File: config.mk
export PLATFORM = sky130hd
export DESIGN_NAME = axis_insert_header_arbiter
export DESIGN_NICKNAME = d
export VERILOG_FILES = /design/src/rtl/axis_hdr_pkg.sv /design/src/rtl/rr_arbiter.sv /design/src/rtl/axis_insert_header_arbiter.sv
export SDC_FILE = /design/constraint.sdc
export NUM_CORES = 1
export LEC_CHECK = 0
export ABC_AREA = 1
export CORE_AREA = 2 2 153 155
export DETAILED_ROUTE_END_ITERATION = 10
export DIE_AREA = 0 0 155 157
export GPL_TIMING_DRIVEN = 0
export PLACE_DENSITY = 0.52
export SYNTH_ARGS = -nofsm -noshare
export SYNTH_HDL_FRONTEND = slang
export SYNTH_HIERARCHICAL = 1
export SYNTH_SLANG_ARGS = --single-unit
File: constraint.sdc
create_clock -name clk -period 2.3 [get_ports clk]
set_input_delay 0.46 -clock clk [delete_from_list [all_inputs] [get_ports clk]]
set_output_delay 0.46 -clock clk [all_outputs]
set_load 0.03 [all_outputs]
File: src/rtl/axis_hdr_pkg.sv
// rtl/axis_hdr_pkg.sv - shared defaults, FSM encoding and round-robin helper for the header arbiter
package axis_hdr_pkg;

  localparam int DEF_DATA_WD = 32;

  typedef enum logic [1:0] {
    ST_IDLE = 2'd0,
    ST_HDR  = 2'd1,
    ST_PAY  = 2'd2
  } state_t;

  // Next round-robin start position: the source after ptr, wrapping at num_src.
  function automatic int rr_next(input int ptr, input int num_src);
    return (ptr + 1 == num_src) ? 0 : ptr + 1;
  endfunction

endpackage

File: src/rtl/rr_arbiter.sv
// rtl/rr_arbiter.sv - combinational round-robin priority encoder starting the search at rr_ptr
module rr_arbiter #(
  parameter int NUM_SRC = 4,
  parameter int SRC_WD  = 2
) (
  input  logic [NUM_SRC-1:0] req,
  input  logic [SRC_WD-1:0]  rr_ptr,
  output logic [SRC_WD-1:0]  grant,
  output logic               any_req
);

  localparam logic [SRC_WD:0] NUM_L = NUM_SRC[SRC_WD:0];

  logic [2*NUM_SRC-1:0] dbl;
  logic [NUM_SRC-1:0]   rot;
  logic [SRC_WD-1:0]    off;
  logic [SRC_WD:0]      sum;

  // Rotating the request vector puts rr_ptr at bit 0, so a fixed-priority scan does the work.
  assign dbl     = {req, req} >> rr_ptr;
  assign rot     = dbl[NUM_SRC-1:0];
  assign any_req = |rot;

  always_comb begin
    off = '0;
    for (int k = NUM_SRC - 1; k >= 0; k--) begin
      if (rot[k]) off = SRC_WD'(k);
    end
    sum = {1'b0, rr_ptr} + {1'b0, off};
    if (sum >= NUM_L) sum = sum - NUM_L;
    grant = sum[SRC_WD-1:0];
  end

endmodule

File: src/rtl/axis_insert_header_arbiter.sv
// rtl/axis_insert_header_arbiter.sv - packet-granular round-robin arbiter feeding one header-insert datapath
module axis_insert_header_arbiter
  import axis_hdr_pkg::*;
#(
  parameter int DATA_WD      = DEF_DATA_WD,
  parameter int DATA_BYTE_WD = DATA_WD / 8,
  parameter int BYTE_CNT_WD  = $clog2(DATA_BYTE_WD),
  parameter int NUM_SRC      = 4,
  parameter int SRC_WD       = ($clog2(NUM_SRC) > 0 ? $clog2(NUM_SRC) : 1)
) (
  input  logic                            clk,
  input  logic                            rst,
  input  logic [NUM_SRC-1:0]              s_valid_insert,
  input  logic [NUM_SRC*DATA_WD-1:0]      s_data_insert,
  input  logic [NUM_SRC*DATA_BYTE_WD-1:0] s_keep_insert,
  input  logic [NUM_SRC*BYTE_CNT_WD-1:0]  s_byte_insert_cnt,
  output logic [NUM_SRC-1:0]              s_ready_insert,
  input  logic [NUM_SRC-1:0]              s_valid_in,
  input  logic [NUM_SRC*DATA_WD-1:0]      s_data_in,
  input  logic [NUM_SRC*DATA_BYTE_WD-1:0] s_keep_in,
  input  logic [NUM_SRC-1:0]              s_last_in,
  output logic [NUM_SRC-1:0]              s_ready_in,
  output logic                            valid_insert,
  output logic [DATA_WD-1:0]              data_insert,
  output logic [DATA_BYTE_WD-1:0]         keep_insert,
  output logic [BYTE_CNT_WD-1:0]          byte_insert_cnt,
  input  logic                            ready_insert,
  output logic                            valid_in,
  output logic [DATA_WD-1:0]              data_in,
  output logic [DATA_BYTE_WD-1:0]         keep_in,
  output logic                            last_in,
  input  logic                            ready_in,
  output logic [SRC_WD-1:0]               grant_id,
  output logic                            busy
);

  state_t            state;
  logic [SRC_WD-1:0] rr_ptr;
  logic [SRC_WD-1:0] arb_grant;
  logic              any_req;
  int                gi;

  rr_arbiter #(.NUM_SRC(NUM_SRC), .SRC_WD(SRC_WD)) u_rr (
    .req     (s_valid_insert),
    .rr_ptr  (rr_ptr),
    .grant   (arb_grant),
    .any_req (any_req)
  );

  assign gi   = int'(grant_id);
  assign busy = (state != ST_IDLE);

  // Ready paths depend only on registered state/grant and downstream ready, never on source valids.
  always_comb begin
    valid_insert    = 1'b0;
    data_insert     = '0;
    keep_insert     = '0;
    byte_insert_cnt = '0;
    valid_in        = 1'b0;
    data_in         = '0;
    keep_in         = '0;
    last_in         = 1'b0;
    s_ready_insert  = '0;
    s_ready_in      = '0;
    if (state == ST_HDR) begin
      valid_insert             = s_valid_insert[grant_id];
      s_ready_insert[grant_id] = ready_insert;
      if (valid_insert) begin
        data_insert     = s_data_insert[gi*DATA_WD +: DATA_WD];
        keep_insert     = s_keep_insert[gi*DATA_BYTE_WD +: DATA_BYTE_WD];
        byte_insert_cnt = s_byte_insert_cnt[gi*BYTE_CNT_WD +: BYTE_CNT_WD];
      end
    end
    if (state == ST_PAY) begin
      valid_in             = s_valid_in[grant_id];
      s_ready_in[grant_id] = ready_in;
      if (valid_in) begin
        data_in = s_data_in[gi*DATA_WD +: DATA_WD];
        keep_in = s_keep_in[gi*DATA_BYTE_WD +: DATA_BYTE_WD];
        last_in = s_last_in[grant_id];
      end
    end
  end

  always_ff @(posedge clk or posedge rst) begin
    if (rst) begin
      state    <= ST_IDLE;
      rr_ptr   <= '0;
      grant_id <= '0;
    end else begin
      case (state)
        ST_IDLE: begin
          if (any_req) begin
            grant_id <= arb_grant;
            state    <= ST_HDR;
          end
        end
        ST_HDR: begin
          if (valid_insert && ready_insert) state <= ST_PAY;
        end
        ST_PAY: begin
          if (valid_in && ready_in && last_in) begin
            rr_ptr <= SRC_WD'(rr_next(gi, NUM_SRC));
            state  <= ST_IDLE;
          end
        end
        default: state <= ST_IDLE;
      endcase
    end
  end

endmodule

Fig. 1: run 1, drive-strength map
Scale bar: 50 µm.
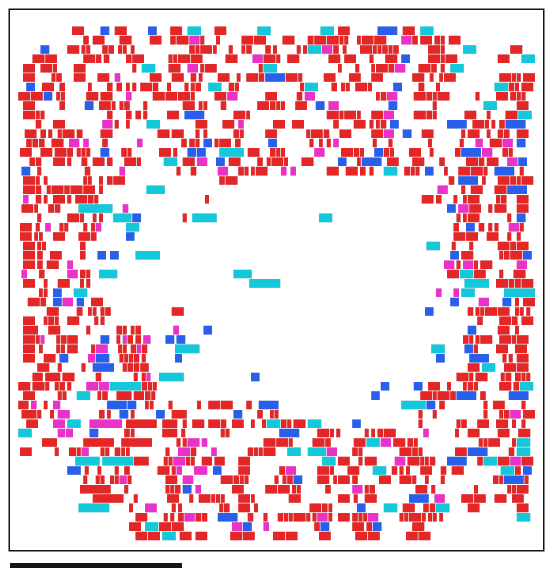
cyan -> _6 and larger  # cells 64
red -> _0 and _1 cells  # cells 867
blue -> _3 and _4 cells  # cells 91
magenta -> _2 cells  # cells 90

Fig. 2: run 1, placement by cell class
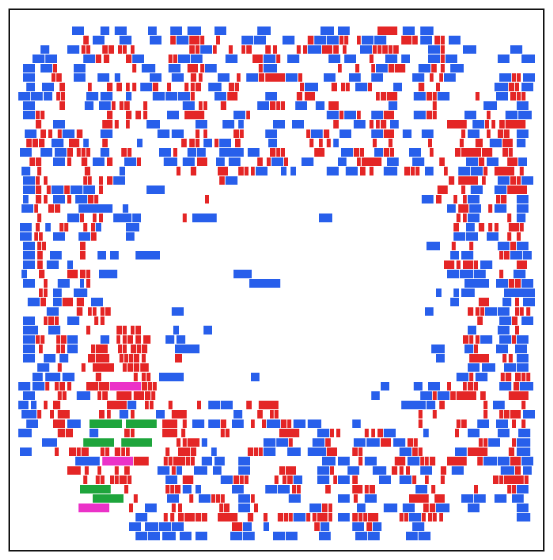
blue -> other buffers and delay cells  # cells 470, share of their area 57%
green -> flops  # cells 6, share of their area 1.9%
magenta -> clock drivers  # cells 3, share of their area 0.93%
red -> combinational and other logic  # cells 633, share of their area 40%

Fig. 3: run 1, clock nets
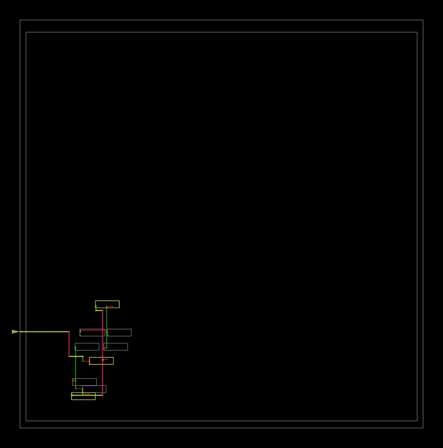
clock insertion delay at the later pin of the skew report: 0.23 ns
Fin Clk Skew: 0.00216 ns
clk sink count: 6
number of clock buffers in the layout: 3
TritonCTS buffer count: 3

==> ci_impl_report.md, run 1 <==
## Implementation flow summary

| Metric | Value |
|---|---|
| Result of the run | finished clean |
| Pin count of the biggest net entering global routing | 12 |
| Clock tree from TritonCTS | done |
| Final Setup Violations | 0 |
| Area of the core | 22500 µm² |
| MI comb area | between 3000 and 4000 µm² |
| Via count of the first global-routing pass | 6012 |
| Critical path startpoint category | register |
| Final routed wirelength across all metal layers | 24.4 mm |
| DR pass1 iterations | 5 |
| Floorplan net count | 1015 |
| Total stage count of the critical path | 7 |
| Final Hold Vio Count | 0 |
| RePlAce Congestion | ~0.82 |
| Pins Over Slew Limit | 0 |
| Setup repair after global routing missed its margin | yes |
| Total chip power | between 0.009 and 0.01 W |
| Crit-path max cell delay | between 0.4 and 0.5 ns |
| Final global-route overflow total | 0 |
| Worst supply voltage drop on vdd | just under 0.5 mV |
| Tally of buffers added on design ports | 399 |
| Power per cell area | 1070 nW/µm² |
| Tightest Pin Transition | about 0.50 ns |
| Number of maximum-capacitance violations | 0 |
| Number of remaining DRC errors | 0 |
| Clock-pin slew of the registers on the worst-case setup and hold paths | 0.03 ns |
| Yosys Instances | 698 |
| Full die area | 24300 µm² |
| Height of the die | 157 µm |
| First DRT Iteration DRCs | 307 |
| Max-slew headroom at the worst pin | 0.667 |
| CTS Root Cell | clkbuf_16 |
| Maximum clock insertion buffer count | 2 |
| Average wire length per cell after detail routing | 17.4 µm |
| Total number of warnings across the stage logs | 31 |
| Register bit total from synthesis | 6 |
| Cell count after synthesis | 698 |
| Critical-path cell list | inv_4 -> buf_12 -> buf_4 -> clkbuf_2 -> o21ai_0 -> a21oi_2 -> buf_4 |
| Effective utilization at floorplan | 0.155 |
| Share of the clock period used by the worst path after layout | 0.981 |
| Commonest Layout Cell | clkdlybuf4s50_1 |
| Number of antenna violations at the first check in global routing | 0 |
| Top delay family on crit path | buffers and inverters |
| Area overhead of the layout relative to synthesis | 143% |
| Worst hold-check path type | primary input to async pin |
| Cell seen most often among critical-path stages | buf_4 |
| First-pass GRT wire length | 34.7 mm |
| Vias | 6175 |
| WS Path Type | register to output pin |
| Number of warning messages in the yosys log | 6 |
| Data required time of the critical path | between 1.5 and 2 ns |
| Buffers and inverters on the worst path | 5 |
| Total negative slack for setup checks | 0 ns |
| Storage element area | 151 µm² |
| Fin nets | roughly 1.4k |
| Kind of end point of the critical path | output pin |
| Maximum fanout along the worst path | 10 |
| CP Data Arrival Time | 1.80 ns |
| Layout cell share with drive strength beyond 1 | 0.220 |
| Mean instance size in the synthesized netlist | 4.98 µm² |
| Leakage power | 3.47 nW |
| Hpwl dp | around 20 mm |
| FP Rows | 55 |
| Routed Antenna Nets | 0 |
| Global routing usage summed across all routing layers | 0.183 |
| Depth of the worst register-to-register path | 13 |
| Post-synth area from yosys stat | 3480 µm² |
| Critical Path Slowest Stage Cell | dfrtp_2 |
| Area of the mapped netlist | 3480 µm² |
==> run 1: per-stage QoR <==
step,area (µm²),instances,hold WS (ns),setup WS (ns),utilization
after floorplan,3490,698,0.251,0.0535,-
after global placement,7840,1382,0.593,-0.848,0.349
after detailed placement,7840,1382,0.605,-0.825,0.349
after CTS,8080,1395,0.469,-0.0237,0.359
after global routing,8430,1397,0.489,-0.0276,0.375
final,8430,1397,0.459,0.0429,0.375
==> run 1: kinds of logic after synthesis <==
logic type	after synthesis	synth area share
compound gates	225	0.376
fa+ha+maj	5	0.0180
buf+inv	86	0.139
xor+xnor	1	0.00252
flops	6	0.0432
simple gates	375	0.421
==> run 1: synth_stat cells (all sizes together) <==
master | number | area share
dfrtp | 6 | 0.043
buf | 41 | 0.091
ha | 5 | 0.018
xor2 | 1 | 0.0025
nor2 | 307 | 0.33
inv | 27 | 0.029
a21oi | 76 | 0.16
o21ai | 148 | 0.21
nand2 | 43 | 0.050
a21boi | 1 | 0.0022
nand3 | 20 | 0.032
clkbuf | 18 | 0.019
nand4 | 1 | 0.0018
nor3 | 4 | 0.0058
==> run 1: layout make-up <==
| class | instances | share of cell area |
|---|---|---|
| Timing Repair Buffer | 412 | 0.480 |
| Clock buffer | 3 | 0.00890 |
| Tap cell | 285 | 0.0423 |
| Multi-Input combinational cell | 606 | 0.370 |
| Inverter | 27 | 0.0126 |
| Sequential cell | 6 | 0.0180 |
| Buffer | 58 | 0.0682 |
==> run 1: where the power goes <==
group / internal [W] / total (W) / leakage [nW] / switching [W]
clock: 0.000223 / 0.000284 / 0.0370 / 0.0000611
sequential: 0.000156 / 0.000223 / 0.0733 / 0.0000665
combinational: 0.00339 / 0.00853 / 3.36 / 0.00514
total: 0.00377 / 0.00904 / 3.47 / 0.00527
==> run 1: timing repair <==
action / in CTS / in global routing
pin swaps: 3 / 6
buffers inserted: 9 / 1
endpoints found under the setup margin: 85 / 81
cloned: 1 / 2
gates resized: 553 / 139
==> run 1: per-layer routing <==
| layer | global-route usage | vias up | share of wire |
|---|---|---|---|
| met2 | 0.344 | 265 | 0.51 |
| met3 | 0.0339 | 33 | 0.066 |
| met1 | 0.215 | 2766 | 0.40 |
| li1 | - | 3111 | - |
| met4 | 0.0423 | 0 | 0.022 |
| met5 | 0 | - | 0 |
==> run 1: final timing paths <==
check / startpoint / endpoint / slack, ns
worst min-delay path: rst / rr_ptr[1]$_DFFE_PP0P_ / 0.46
worst max-delay path: grant_id[0]$_DFFE_PP0P_ / data_in[6] / 0.04
worst max register to register: rr_ptr[0]$_DFFE_PP0P_ / grant_id[1]$_DFFE_PP0P_ / 0.43
min in group clk: state[1]$_DFFE_PP0P_ / state[0]$_DFFE_PP0P_ / 0.60
max in group asynchronous: rst / grant_id[0]$_DFFE_PP0P_ / 1.62
worst min register to register: state[1]$_DFFE_PP0P_ / state[0]$_DFFE_PP0P_ / 0.60
==> run 1: sequential cells by signal (all words and copies together), names as in the netlist <==
register,count
state,2
rr_ptr,2
grant_id,2
==> run 1 -> run 2 <==
--- a/config.mk
+++ b/config.mk
@@ -6,12 +6,11 @@
 export NUM_CORES = 1
 export LEC_CHECK = 0
 export ABC_AREA = 1
-export CORE_AREA = 2 2 153 155
+export CORE_AREA = 2 2 154 156
 export DETAILED_ROUTE_END_ITERATION = 10
-export DIE_AREA = 0 0 155 157
+export DIE_AREA = 0 0 156 158
 export GPL_TIMING_DRIVEN = 0
-export PLACE_DENSITY = 0.52
+export PLACE_DENSITY = 0.5
 export SYNTH_ARGS = -nofsm -noshare
 export SYNTH_HDL_FRONTEND = slang
-export SYNTH_HIERARCHICAL = 1
 export SYNTH_SLANG_ARGS = --single-unit
==> ci_impl_report.md, run 2 <==
## Implementation flow summary

| Metric | Value |
|---|---|
| Critical path startpoint category | register |
| Sw power | approximately 0.0048 W |
| Cell seen most often among critical-path stages | buf_12 |
| Global routing usage summed across all routing layers | 0.191 |
| Number of warning messages in the yosys log | 0 |
| Register bit total from synthesis | 6 |
| Final routed wirelength across all metal layers | 26.0 mm |
| Worst setup path start | grant_id[0]$_DFFE_PP0P_ |
| Share of the clock period used by the worst path after layout | 1.04 |
| MI comb area | 3320 µm² |
| Leading post-synthesis cells by cell area | nor2_1 (35%), o21ai_0 (23%), a21oi_1 (8.1%) |
| Mean instance size in the synthesized netlist | 4.77 µm² |
| TritonCTS buffer count | 3 |
| Clock insertion delay at the later pin of the skew report | 0.24 ns |
| Critical Path Slowest Stage Cell | dfrtp_2 |
| Hpwl dp | 20.2 mm |
| Power per cell area | ~950 nW/µm² |
| Max-slew headroom at the worst pin | 0.645 |
| Kind of end point of the critical path | output pin |
| Data required time of the critical path | 1.84 ns |
| Fin Clk Skew | 0.00521 ns |
| Number of remaining DRC errors | 0 |
| Leakage power | 3.64 nW |
| CP Data Arrival Time | slightly below 2 ns |
| Total number of warnings across the stage logs | 32 |
| Pins Over Slew Limit | 0 |
| Maximum clock insertion buffer count | 2 |
| Tally of buffers added on design ports | 399 |
| First-pass GRT wire length | 35.9 mm |
| Post-synth top area cell | nor2_1 |
| Area overhead of the layout relative to synthesis | 172% |
| First DRT Iteration DRCs | 198 |
| Critical-path cell list | buf_12 -> buf_12 -> nand2_1 -> nand2_1 -> nand2_2 -> nand2_2 -> buf_12 -> buf_12 -> buf_8 -> a21oi_4 -> buf_6 |
| Logic pwr share | 0.941 |
| Fraction of power spent switching nets | 0.552 |
| Biggest regs | grant_id x2, rr_ptr x2, state x2 |
| Number of antenna violations at the first check in global routing | 4 |
| Final Setup Violations | 41 |
| Pin count of the biggest net entering global routing | 12 |
| Commonest Layout Cell | clkdlybuf4s50_1 |
| Routed Antenna Nets | 0 |
| Height of the die | 158 µm |
| Count of flip-flops with a built-in enable after synthesis | 0 |
| Average wire length per cell after detail routing | 18.3 µm |
| Final Hold Vio Count | 0 |
| CTS Root Cell | clkbuf_16 |
| Launch point of the worst reg-to-reg path | rr_ptr[1]$_DFFE_PP0P_ |
| Int Power | 0.00386 W |
| Result of the run | complete, but fails checks |
| Full die area | 24600 µm² |
| Worst supply voltage drop on vdd | 0.360 mV |
| FP Rows | 56 |
| Fraction of post-synthesis cell area in the top cell type by area | 0.350 |
| RePlAce Congestion | roughly 0.84 |
| Effective utilization at floorplan | 0.144 |
| Final global-route overflow total | 0 |
| Floorplan net count | 1014 |
| Failing checks | negative setup slack |
| Crit-path max cell delay | ~0.44 ns |
| Via count of the first global-routing pass | between 6k and 7k |
| Cell count after synthesis | 697 |
| List of most frequent post-synthesis cells | nor2_1 (310), o21ai_0 (151), a21oi_1 (54) |
| Predominant post-synthesis flop cell | dfrtp_1 |
| Final Worst Setup Slack | -0.0934 ns |
| Post-synth ARST share | 1.00 |
| Tightest Pin Transition | between 0.5 and 0.6 ns |
| Post-synth area from yosys stat | about 3300 µm² |
| Total chip power | ~0.0086 W |
| Clock tree from TritonCTS | done |
| Placed cell count | 1386 |
| Mean number of vias per cell | 4.36 |
| Area of the mapped netlist | 3320 µm² |
| Maximum fanout along the worst path | 10 |
| Setup repair after global routing missed its margin | yes |
| Vias | 6206 |
| Clk sink count | 6 |
| Storage element area | between 150 and 200 µm² |
| Yosys Instances | 697 |
| Post-route insts no fill | 1422 |
run 2: cell count changes after synthesis, moves of 3 or more:
cell / previous run / this run
nor2_1: 307 / 310
a21oi_1: 28 / 54
buf_1: 1 / 12
nand2_1: 38 / 42
buf_4: 7 / 11
nand2_2: 5 / 1
buf_2: 18 / 11
inv_2: 5 / 2
a21oi_2: 48 / 20
o21ai_0: 108 / 151
buf_6: 15 / 9
o21ai_1: 40 / 0
run 2: per-stage QoR:
step	hold WS [ns]	util	setup WS, ns	cell area [µm²]	setup TNS [ns]
2_1_floorplan	0.251	-	-0.0474	3450	-0.474
3_3_place_gp	0.574	0.339	-0.854	7810	-52.35
3_5_place_dp	0.587	0.339	-0.869	7810	-52.73
4_1_cts	0.471	0.363	-0.187	8380	-3.55
5_1_grt	0.490	0.393	-0.175	9050	-6.78
6_report	0.460	0.393	-0.0934	9050	-1.91
run 2: logic make-up after synthesis:
logic type      after synthesis  share of synthesized area
buf+inv                      82                      0.130
xor+xnor                      1                    0.00264
simple gates                377                      0.439
fa+ha+maj                     5                     0.0188
flops                         6                     0.0452
compound gates              226                      0.364
run 2: worst max-delay path, delay by kind of cell (launching register included):
family	cells	cell delay [ns]
DFF	1	0.44
buffers and inverters	6	0.86
and+or+nand+nor	4	0.28
AOI/OAI and AO/OA	1	0.11
run 2: metal layers:
layer  up-vias  track usage  wire (µm)
li1       3140            -          -
met1      2764        0.221      10400
met2       268        0.353      12800
met3        30       0.0528       2200
met4         4       0.0349        459
met5         -            0         23
run 2: timing repair:
item,4_1_cts,5_1_grt
resized,642,179
cloned,0,6
pin swaps,0,11
endpoints found under the setup margin,85,81
buffers inserted,18,8
run 2: path summary, 6_finish.rpt:
check / end / cells after the start
min in group clk: state[0]$_DFFE_PP0P_ / 3
setup / recovery: data_in[29] / 11
max in group asynchronous: grant_id[0]$_DFFE_PP0P_ / 2
hold / removal: grant_id[1]$_DFFE_PP0P_ / 2
hold reg to reg: state[0]$_DFFE_PP0P_ / 3
setup reg to reg: grant_id[1]$_DFFE_PP0P_ / 12
run 2: final cells by class:
class,count,area share
clock buffers,4,0.00871
repair buffers,431,0.488
multi-input cells,609,0.367
plain buffers,57,0.0683
flip-flops and latches,6,0.0167
inverters,23,0.0101
well taps,290,0.0401
diodes,2,0.000553
run 2: power by group through the flow:
stage          combinational, W  clock (W)  sequential [W]
6_report                0.00810   0.000302        0.000205
5_1_grt                 0.00874   0.000308        0.000212
4_1_cts                 0.00723   0.000308        0.000207
3_5_place_dp            0.00633          0        0.000219
3_3_place_gp            0.00633          0        0.000219
2_1_floorplan           0.00381          0        0.000228
Fig. 4: run 2, wires at chosen ports, followed through buffers
Scale bar: 50 µm.
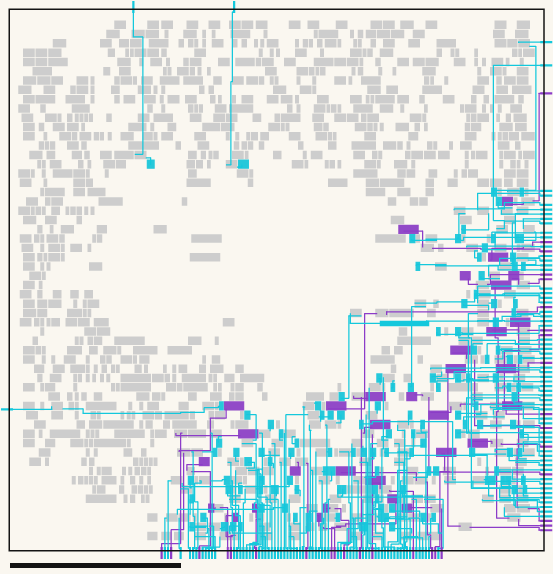
cyan -> s_data_insert  # direction input, edge 67 south, 58 east, 2 north, 1 west, end cells 128, buffers 128, wire 3840 µm
purple -> data_insert  # direction output, edge 16 south, 16 east, end cells 32, buffers 32, wire 1160 µm

Fig. 5: run 2, drive-strength map
Scale bar: 50 µm.
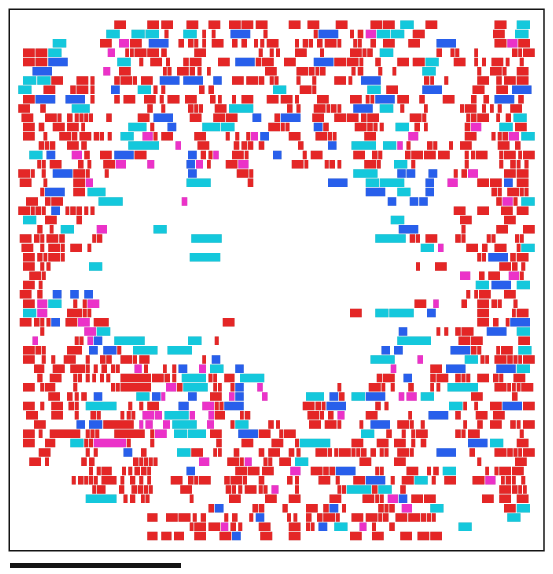
cyan -> _6 and larger  # cells 104
blue -> _3 and _4 cells  # cells 98
magenta -> _2 cells  # cells 67
red -> _0 and _1 cells  # cells 861

Fig. 6: run 2, placement by cell class
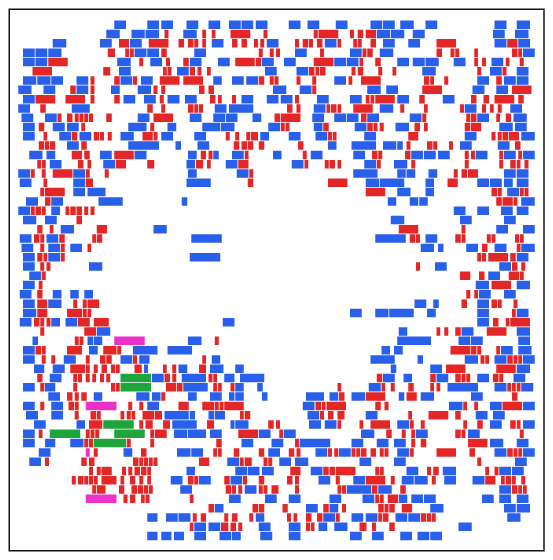
post-route design area: 9050 µm²
area of the core: 23100 µm²
Seq area share: 0.0167

Fig. 7: run 2, clock nets
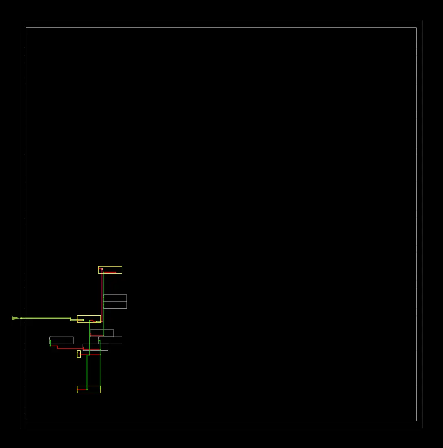

==> run 2 -> run 3 <==
--- a/config.mk
+++ b/config.mk
@@ -11,6 +11,7 @@
 export DIE_AREA = 0 0 156 158
 export GPL_TIMING_DRIVEN = 0
 export PLACE_DENSITY = 0.5
+export REMOVE_ABC_BUFFERS = 1
 export SYNTH_ARGS = -nofsm -noshare
 export SYNTH_HDL_FRONTEND = slang
 export SYNTH_SLANG_ARGS = --single-unit
Fig. 8: run 3, clock nets
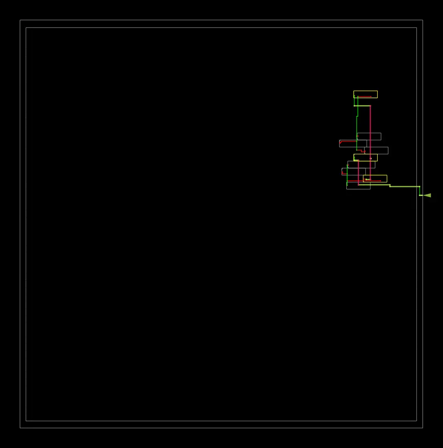
clock network power: 0.000285 W
Fin Clk Skew: 0.00202 ns
number of sequential cells in the layout: 6

Fig. 9: run 3, drive-strength map
Scale bar: 50 µm.
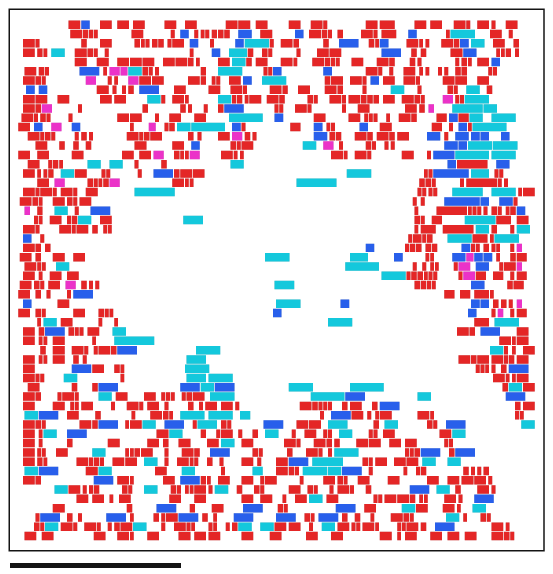
red -> _0 and _1 cells  # cells 875
cyan -> _6 and larger  # cells 112
magenta -> _2 cells  # cells 24
blue -> _3 and _4 cells  # cells 104

==> ci_impl_report.md, run 3 <==
## Implementation flow summary

| Metric | Value |
|---|---|
| Result of the run | complete, but fails checks |
| Failing checks | negative setup slack |
| Final Setup Violations | 76 |
| Data required time of the critical path | between 1.5 and 2 ns |
| Placed cell count | 1331 |
| TritonCTS buffer count | 3 |
| Tightest hold margin | 0.449 ns |
| Number of warning messages in the yosys log | 0 |
| Mean number of vias per cell | between 4 and 5 |
| Worst hold-check path type | primary input to async pin |
| Launch point of the worst reg-to-reg path | rr_ptr[0]$_DFFE_PP0P_ |
| Critical path startpoint category | register |
| Endpoint of the worst register-to-register path | grant_id[1]$_DFFE_PP0P_ |
| Total chip power | 0.00936 W |
| Kind of end point of the critical path | output pin |
| Final routed wirelength across all metal layers | 27.4 mm |
| Pins Over Slew Limit | 0 |
| Total stage count of the critical path | 11 |
| Number of maximum-capacitance violations | 0 |
| Hpwl dp | 15.5 mm |
| Depth of the worst register-to-register path | 13 |
| Area of the mapped netlist | 3320 µm² |
| Area overhead of the layout relative to synthesis | 178% |
| Max-slew headroom at the worst pin | 0.678 |
| FP Rows | 56 |
| Clock tree from TritonCTS | done |
| Biggest regs | grant_id x2, rr_ptr x2, state x2 |
| Count of flip-flops with a built-in enable after synthesis | 0 |
| Routed Antenna Nets | 0 |
| Post-synth top area cell | nor2_1 |
| Leading post-synthesis cells by cell area | nor2_1 (35%), o21ai_0 (23%), a21oi_1 (8.1%) |
| Maximum clock insertion buffer count | 2 |
| Area of the core | 23100 µm² |
| Clock period minus final worst setup slack | ~2.4 ns |
| DR pass1 iterations | 5 |
| Share of the clock period used by the worst path after layout | 1.06 |
| Setup repair after global routing missed its margin | yes |
| Final Worst Setup Slack | -0.142 ns |
| Share of the core filled with cells in the final layout | 0.400 |
| Number of antenna violations at the first check in global routing | 1 |
| RePlAce Congestion | 0.769 |
| Minimum setup slack among reg-to-reg paths | 0.45 ns |
| Number of remaining DRC errors | 0 |
| Commonest Layout Cell | nor2_1 |
| Leakage power | ~3.7 nW |
| Fin nets | 1434 |
| Average wire length per cell after detail routing | just under 20 µm |
| Critical-path cell list | buf_16 -> inv_16 -> nand2_4 -> nand3_2 -> nand2_2 -> nor2_4 -> buf_12 -> buf_12 -> inv_12 -> a21oi_4 -> buf_6 |
| CTS Root Cell | clkbuf_16 |
| Buffers and inverters on the worst path | 6 |
| Vias | 6280 |
| Antenna Cells | 0 |
| WS Path Type | register to output pin |
| Maximum fanout along the worst path | 8 |
| Final Hold Vio Count | 0 |
| Clock-pin slew of the registers on the worst-case setup and hold paths | 0.03 ns |
| Full die area | between 20000 and 25000 µm² |
| Worst supply voltage drop on vdd | between 0.4 and 0.5 mV |
| First-pass GRT wire length | roughly 38 mm |
| Tally of buffers added on design ports | 399 |
| First DRT Iteration DRCs | ~360 |
| Yosys Instances | 697 |
| Top delay family on crit path | buffers and inverters |
| Register bit total from synthesis | 6 |
| Top library cells by usage in the layout, fill and taps aside | nor2_1 (305), clkdlybuf4s50_1 (304), o21ai_0 (133), buf_6 (59), a21oi_4 (46) |
| Clock insertion delay at the later pin of the skew report | 0.23 ns |
| Synth top cell by count | nor2_1 |
Fig. 10: run 3, routed clock nets over the placement
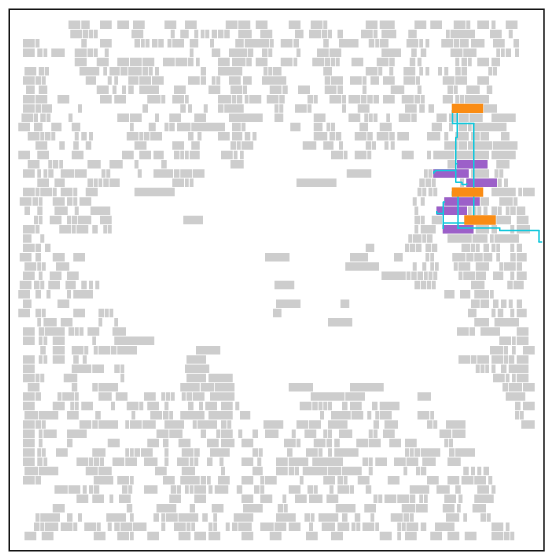
cyan -> clock wires  # length 145 µm
purple -> flip-flops  # count 6
orange -> clock drivers  # count 3
routed clock nets = 4

-- run 3: netlist changes by cell type in the layout (fill, tap and decap cells not counted), moves of 6 or more --
cell      delta
o21ai_0     +44
o21ai_1     -41
buf_6       -13
a21oi_2      -9
nor2_2       -9
a21oi_1      +7
inv_16       +7
buf_16       +6
clkbuf_2     -6
inv_12       +6
nand2_4      +6
nor2_1       +6
-- run 3: metrics by stage --
step / TNS (ns) / setup slack (ns) / instance area (µm²)
after floorplan: -310.97 / -3.76 / 2980
after global placement: -635.86 / -7.71 / 7340
after detailed placement: -155.09 / -2.08 / 7440
after CTS: -4.07 / -0.145 / 8830
after global routing: -9.20 / -0.193 / 9230
final: -5.37 / -0.142 / 9230
-- run 3: routing by layer --
metal	GRT usage	wire length, µm
met5	0	0
met4	0.0446	543
met3	0.0307	1320
met2	0.370	13800
met1	0.256	11700
-- run 3: layout make-up --
| cell class | instances | area [µm²] |
|---|---|---|
| flip-flops and latches | 6 | 158 |
| fillers | 2424 | 13800 |
| clock buffers | 3 | 75.1 |
| well taps | 290 | 363 |
| inverters | 23 | 135 |
| repair inverters | 13 | 206 |
| multi-input cells | 613 | 3420 |
| repair buffers | 457 | 4870 |
-- run 3: what timing repair did --
action,4_1_cts,5_1_grt
buffers inserted,43,3
cloned,22,3
hold endpoints to repair,0,0
gates resized,639,98
endpoints found under the setup margin,90,83
pin swaps,4,10
hold buffers,0,0
-- run 3: worst max-delay path by stage --
stage,from,end
final,grant_id[0]$_DFFE_PP0P_,byte_insert_cnt[1]
after global routing,grant_id[0]$_DFFE_PP0P_,data_in[26]
after CTS,grant_id[0]$_DFFE_PP0P_,data_insert[20]
after detailed placement,grant_id[0]$_DFFE_PP0P_,data_insert[14]
after global placement,grant_id[0]$_DFFE_PP0P_,data_in[24]
after floorplan,grant_id[0]$_DFFE_PP0P_,data_in[0]
-- run 3: logic make-up (layout without fill, tap and decap cells) --
logic type               Yosys count  after routing  share of synthesized area
AND/OR/NAND/NOR                  377            381                      0.439
adder cells (fa/ha/maj)            5              5                     0.0188
XOR/XNOR                           1              1                    0.00264
buffers and inverters             82            496                      0.130
flip-flops                         6              6                     0.0452
AND-OR/OR-AND                    226            226                      0.364
-- run 3: report_power, final --
part	internal (W)	switching [W]
Sequential	0.000162	0.0000744
Combinational	0.00364	0.00520
Clock	0.000223	0.0000615
No activity file was given, so power comes from the tool's default toggle rates.
